Figure 1. Cell area per tile.
The bar under the picture is 20 um long. 8 x 10 tiles, from dark purple (low) to yellow (high), 0 to 100% covered.
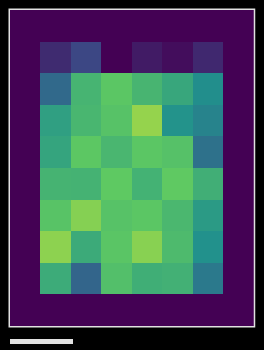
Figure 2. Metal layers overlaid.
Only two layers are drawn.
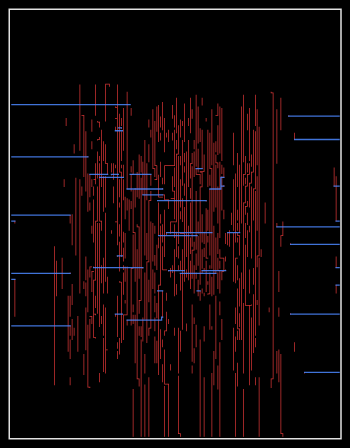
Figure 3. Where the registers sit.
The bar under the picture is 20 um long. Other sequential cells in the stronger grey, the rest of the logic in the fainter grey.
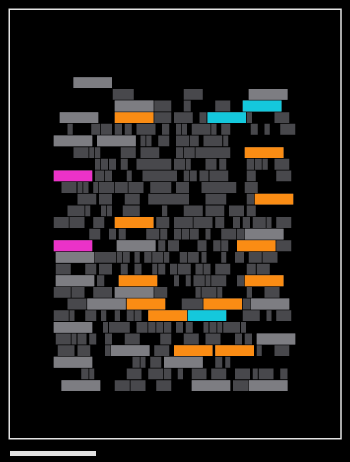
Figure 4. Wire density map.
15 x 20 tiles, from dark purple (low) to yellow (high), scaled to the fullest tile. Values are wire area over tile area, all layers added.
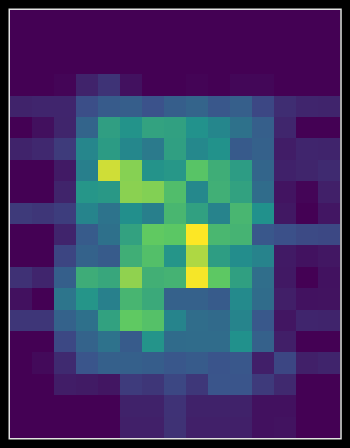
==> src/rtl/sort4_cmp_ctrl_pkg.sv <==
// Shared types and constants for the four-operand sequential bubble sorter.
// The swap rule lives here so the top and any checker agree on stability.
package sort4_cmp_ctrl_pkg;

  typedef enum logic [1:0] {
    IDLE = 2'd0,
    CMP  = 2'd1,
    DONE = 2'd2
  } state_e;

  localparam int         NUM_OPS   = 4;
  localparam logic [1:0] LAST_PASS = 2'd2;

  // Equal operands never swap, which keeps the sort stable.
  function automatic logic swap_req(input logic eq, input logic gt, input logic lt,
                                    input logic ascend);
    if (eq) begin
      swap_req = 1'b0;
    end else if (ascend) begin
      swap_req = gt;
    end else begin
      swap_req = lt;
    end
  endfunction

endpackage

==> src/rtl/sort4_cmp_ctrl_if.sv <==
// Request/result bundle between the operand source and the sorter.
interface sort4_cmp_ctrl_if #(parameter int W = 3);

  logic         start;
  logic [W-1:0] din0, din1, din2, din3;
  logic         busy;
  logic         done;
  logic [W-1:0] dout0, dout1, dout2, dout3;
  logic [2:0]   swaps;

  modport master (
    output start, din0, din1, din2, din3,
    input  busy, done, dout0, dout1, dout2, dout3, swaps
  );

  modport slave (
    input  start, din0, din1, din2, din3,
    output busy, done, dout0, dout1, dout2, dout3, swaps
  );

endinterface

==> src/rtl/mag_cmp3.sv <==
// Combinational W-bit unsigned magnitude comparator shared by every sort step.
module mag_cmp3 #(
  parameter int W = 3
) (
  input  logic [W-1:0] a,
  input  logic [W-1:0] b,
  output logic         eq,
  output logic         gt,
  output logic         lt
);

  assign eq = (a == b);
  assign gt = (a > b);
  assign lt = (a < b);

endmodule

==> src/rtl/sort4_cmp_ctrl.sv <==
// Sorts four W-bit operands in six fixed compare/swap steps using one comparator.
// Results and swap count are published together on the edge that enters DONE.
module sort4_cmp_ctrl
  import sort4_cmp_ctrl_pkg::*;
#(
  parameter int W      = 3,
  parameter bit ASCEND = 1'b1
) (
  input logic              clk,
  input logic              rst_n,
  sort4_cmp_ctrl_if.slave  bus
);

  state_e       state_r, state_nxt_s;
  logic [W-1:0] r_r     [NUM_OPS];
  logic [W-1:0] r_nxt_s [NUM_OPS];
  logic [W-1:0] dout_r  [NUM_OPS];
  logic [W-1:0] a_s, b_s;
  logic [1:0]   pass_r, idx_r, idx_hi_s, last_idx_s;
  logic [2:0]   swap_cnt_r, swap_cnt_nxt_s, swaps_r;
  logic         busy_r, done_r, busy_nxt_s, done_nxt_s;
  logic         eq_s, gt_s, lt_s, swap_s, last_idx_hit_s, last_step_s;

  assign idx_hi_s       = idx_r + 2'd1;
  assign a_s            = r_r[idx_r];
  assign b_s            = r_r[idx_hi_s];
  assign last_idx_s     = LAST_PASS - pass_r;
  assign last_idx_hit_s = (idx_r == last_idx_s);
  assign last_step_s    = last_idx_hit_s && (pass_r == LAST_PASS);
  assign swap_s         = (state_r == CMP) && swap_req(eq_s, gt_s, lt_s, ASCEND);

  mag_cmp3 #(.W(W)) u_cmp (
    .a  (a_s),
    .b  (b_s),
    .eq (eq_s),
    .gt (gt_s),
    .lt (lt_s)
  );

  // State register plus registered busy/done decoded from the next state.
  always_ff @(posedge clk or negedge rst_n) begin
    if (!rst_n) begin
      state_r <= IDLE;
      busy_r  <= 1'b0;
      done_r  <= 1'b0;
    end else begin
      state_r <= state_nxt_s;
      busy_r  <= busy_nxt_s;
      done_r  <= done_nxt_s;
    end
  end

  // Next-state logic: fixed six-step schedule, no early exit.
  always_comb begin
    state_nxt_s = state_r;
    case (state_r)
      IDLE:    state_nxt_s = bus.start ? CMP : IDLE;
      CMP:     state_nxt_s = last_step_s ? DONE : CMP;
      DONE:    state_nxt_s = IDLE;
      default: state_nxt_s = IDLE;
    endcase
  end

  // Output decode for the registered status flags.
  always_comb begin
    busy_nxt_s = (state_nxt_s == CMP);
    done_nxt_s = (state_nxt_s == DONE);
  end

  // Swap write-back candidate for the current step.
  always_comb begin
    for (int i = 0; i < NUM_OPS; i++) begin
      r_nxt_s[i] = r_r[i];
    end
    if (swap_s) begin
      r_nxt_s[idx_r]    = b_s;
      r_nxt_s[idx_hi_s] = a_s;
    end else begin
      r_nxt_s[idx_r]    = a_s;
    end
    swap_cnt_nxt_s = swap_cnt_r + {2'b00, swap_s};
  end

  // Operand storage, step indices and published result.
  always_ff @(posedge clk or negedge rst_n) begin
    if (!rst_n) begin
      for (int i = 0; i < NUM_OPS; i++) begin
        r_r[i]    <= {W{1'b0}};
        dout_r[i] <= {W{1'b0}};
      end
      pass_r     <= 2'd0;
      idx_r      <= 2'd0;
      swap_cnt_r <= 3'd0;
      swaps_r    <= 3'd0;
    end else begin
      case (state_r)
        IDLE: begin
          if (bus.start) begin
            r_r[0]     <= bus.din0;
            r_r[1]     <= bus.din1;
            r_r[2]     <= bus.din2;
            r_r[3]     <= bus.din3;
            pass_r     <= 2'd0;
            idx_r      <= 2'd0;
            swap_cnt_r <= 3'd0;
          end else begin
            swap_cnt_r <= swap_cnt_r;
          end
        end
        CMP: begin
          r_r        <= r_nxt_s;
          swap_cnt_r <= swap_cnt_nxt_s;
          if (!last_idx_hit_s) begin
            idx_r <= idx_r + 2'd1;
          end else if (pass_r != LAST_PASS) begin
            pass_r <= pass_r + 2'd1;
            idx_r  <= 2'd0;
          end else begin
            dout_r  <= r_nxt_s;
            swaps_r <= swap_cnt_nxt_s;
          end
        end
        default: begin
          swap_cnt_r <= swap_cnt_r;
        end
      endcase
    end
  end

  assign bus.busy  = busy_r;
  assign bus.done  = done_r;
  assign bus.dout0 = dout_r[0];
  assign bus.dout1 = dout_r[1];
  assign bus.dout2 = dout_r[2];
  assign bus.dout3 = dout_r[3];
  assign bus.swaps = swaps_r;

endmodule

==> src/flat_wrapper.sv <==
// flat-port wrapper written by rule: the top's interface ports become plain ports
module sort4_cmp_ctrl_flat import sort4_cmp_ctrl_pkg::*;
#(
  parameter int W      = 3,
  parameter bit ASCEND = 1'b1
)
  (clk, rst_n, bus_start, bus_din0, bus_din1, bus_din2, bus_din3, bus_busy, bus_done, bus_dout0, bus_dout1, bus_dout2, bus_dout3, bus_swaps);
  sort4_cmp_ctrl_if #(.W(W)) bus_i ();
  input logic clk;
  input logic rst_n;
  input wire logic [$bits(bus_i.start)-1:0] bus_start;
  input wire logic [$bits(bus_i.din0)-1:0] bus_din0;
  input wire logic [$bits(bus_i.din1)-1:0] bus_din1;
  input wire logic [$bits(bus_i.din2)-1:0] bus_din2;
  input wire logic [$bits(bus_i.din3)-1:0] bus_din3;
  output wire logic [$bits(bus_i.busy)-1:0] bus_busy;
  output wire logic [$bits(bus_i.done)-1:0] bus_done;
  output wire logic [$bits(bus_i.dout0)-1:0] bus_dout0;
  output wire logic [$bits(bus_i.dout1)-1:0] bus_dout1;
  output wire logic [$bits(bus_i.dout2)-1:0] bus_dout2;
  output wire logic [$bits(bus_i.dout3)-1:0] bus_dout3;
  output wire logic [$bits(bus_i.swaps)-1:0] bus_swaps;
  assign bus_i.start = bus_start;
  assign bus_i.din0 = bus_din0;
  assign bus_i.din1 = bus_din1;
  assign bus_i.din2 = bus_din2;
  assign bus_i.din3 = bus_din3;
  assign bus_busy = bus_i.busy;
  assign bus_done = bus_i.done;
  assign bus_dout0 = bus_i.dout0;
  assign bus_dout1 = bus_i.dout1;
  assign bus_dout2 = bus_i.dout2;
  assign bus_dout3 = bus_i.dout3;
  assign bus_swaps = bus_i.swaps;
  sort4_cmp_ctrl #(.W(W), .ASCEND(ASCEND)) u_core (.clk(clk), .rst_n(rst_n), .bus(bus_i));
endmodule
==> config.mk <==
export PLATFORM = sky130hd
export DESIGN_NAME = sort4_cmp_ctrl_flat
export DESIGN_NICKNAME = d
export VERILOG_FILES = /design/src/rtl/sort4_cmp_ctrl_pkg.sv /design/src/rtl/sort4_cmp_ctrl_if.sv /design/src/rtl/mag_cmp3.sv /design/src/rtl/sort4_cmp_ctrl.sv /design/src/flat_wrapper.sv
export SDC_FILE = /design/constraint.sdc
export NUM_CORES = 1
export LEC_CHECK = 0
export CORE_ASPECT_RATIO = 1.4
export CORE_MARGIN = 10
export CORE_UTILIZATION = 50
export CTS_CLUSTER_SIZE = 28
export DETAILED_ROUTE_END_ITERATION = 10
export GPL_ROUTABILITY_DRIVEN = 0
export PLACE_DENSITY_LB_ADDON = 0.3
export SLEW_MARGIN = 20
export SYNTH_ARGS = -nofsm -noshare
export SYNTH_HDL_FRONTEND = slang
export SYNTH_HIERARCHICAL = 1
export SYNTH_SLANG_ARGS = --single-unit
==> constraint.sdc <==
create_clock -name clk -period 10.1 [get_ports clk]
set_clock_uncertainty 0.05 [all_clocks]
set_input_delay 2.525 -clock clk [delete_from_list [all_inputs] [get_ports clk]]
set_output_delay 2.525 -clock clk [all_outputs]
set_load 0.03 [all_outputs]
==> notes.md <==
Implementation summary

The wire length on met1 is between 2000 and 2500 um. The proportion of cell area occupied by multi-input gates is 45.2%. The beginning of the critical path is u_core/idx_r[0]. The most common cell after layout, fill and taps aside is dfrtp_1. The via density per instance is slightly below 6. The type of the tightest min-delay check is reg2reg.

The number of buffers added by the clock tree synthesis step is 5. Global routing put the most usage on met2. between 150 and 200 cells are multi-input combinational gates.

The overall die width is a little under 80 um. The number of placed instances, taps included, is roughly 320. Counting both buffers and inverters, the worst setup path holds a total of 3. The final worst slack is about 5.5 ns. After detailed routing, the met3 layer carries around 270 um of wire. At the pin with the least slew margin, the transition time is just over 0.8 ns. Per the final report, the share of cell area in clock cells is around 3.5%. The accumulated negative setup slack is 0 ns.

Synthesis handed over a netlist of between 200 and 250 instances. According to the cell report, flip-flops and latches in the layout number 38. The clock network latency to the later pin of the worst-skew pair is roughly 0.3 ns. Timing would allow up to around 0.22 GHz.

The final standard cell area without fillers is 2720 um^2. The global-route wire length before repair is slightly below 10,000 um. The number of nets still failing antenna checks after routing is 0. The net count after synthesis is 265. The count of pins over their slew limit is 0. The data-path buffer share of cell area in the final layout is 11.5%. The number of design rule violations left after detail routing is 0. On the worst setup and hold paths after CTS, the clock-pin slew comes to ~0.08 ns.

The number of cells on the critical path is 12. The share of cell area taken by flip-flops and latches is between 30% and 40%. The number of buffers added to fix hold violations after cts is 0. Detailed routing placed a total of ~3100 um of wire on met2.

The startpoint identified for the worst hold timing path is u_core/bus.dout0[2]. The reg2reg setup slack is about 5.5 ns. The tree is rooted in a clkbuf_8. The initial antenna violation count is 0.

Before placement the cells fill around half of the core. Counting along the longest clock path gives a buffer depth of 2.

The count of nets after finishing is around 290. For the worst flop-to-flop path, the logic depth is 12. The number of buffers added on ports is 31. For reference, the critical path cell chain is inv_1, ha_1, mux4_1, inv_1, ha_1, and3_4, a21oi_1, nand4bb_1, inv_1, a21oi_1, a221oi_1, o21ai_0. The uppermost layer routed is met4. A synthesized cell averages about 9.7 um^2. The timing report attributes the biggest portion of critical-path delay to AND-OR/OR-AND gates. Hold analysis shows the worst path with a depth of 2.

The tool warning count for the run is 33. In the setup report, the worst path falls into the class reg2reg. After layout, the clock buffer instance count stands at 6. The launch instance of the worst register-to-register path is u_core/idx_r[0]. The delay of the slowest cell on the worst path is 0.72 ns.

The nature of the critical path endpoint is a register. The area taken by multi-input logic gates is 1230 um^2. In the global route stage, overall resource usage came out at 15.4%. The cell with the largest stage delay on the worst path is dfrtp_1. In the placement report, post-DP HPWL is listed as around 4300 um.

The total number of clock tree sinks is 38. In the layout the commonest cells are 38 x dfrtp_1, 30 x clkdlybuf4s50_1, 26 x nand2_1. According to the timing report, the data required time at the worst endpoint equals 10.21 ns.

The number of diodes added for antenna fixing is 0. STA puts the critical path data arrival time at 4.66 ns. Counting the inverters off the clock network in the layout gives 14.

The share of cells above drive strength 1 is between 8 and 9%. The maximum net fanout on the critical path is 14.

Routing resource usage on met3 recorded by global route was between 3 and 4%. The synthesized cell area is approximately 2300 um^2. Counting flops per register, the top entry is u_core/r_r. The global routing usage on met1 is ~16%. The I/O pin count is 32. Looking at the hold checks, the worst path lands on u_core/bus.dout0[2]. Setup repair after global routing left no endpoint under its margin.

The capturing element of the worst setup path is u_core/bus.dout1[2]. The total die size is a little under 8000 um^2. The die height is between 90 and 100 um. The number of rows in the core area is 29. The largest cell class by area is combinational gates.

The routed design shows a wire length per standard cell of between 15 and 20 um. The post-placement cell area is around 2600 um^2. Per the layout report, the design carries roughly 420 filler cells. The flow ran to the end, and the final reports show no timing, DRC or antenna violations.
Back to the opening pictures, Figure 1:
The fullest tile reaches 84%. 6.2% of the tiles are over 75% full. The mean over all tiles is 34%.

Back to the opening pictures, Figure 2:
Key: red = M2 [wire length 3,110 um]; blue = M3 [wire length 273 um]

Back to the opening pictures, Figure 3:
Key: cyan = `u_core/bus.dout1` [flops 3]; orange = `u_core/r_r` [flops 12]; magenta = `u_core/pass_r` [flops 2]

Back to the opening pictures, Figure 4:
32% of the tiles are nearly empty. The fullest tile reaches 0.54. 17% of the tiles are over half the peak. The emptiest ninth of the die: upper right.

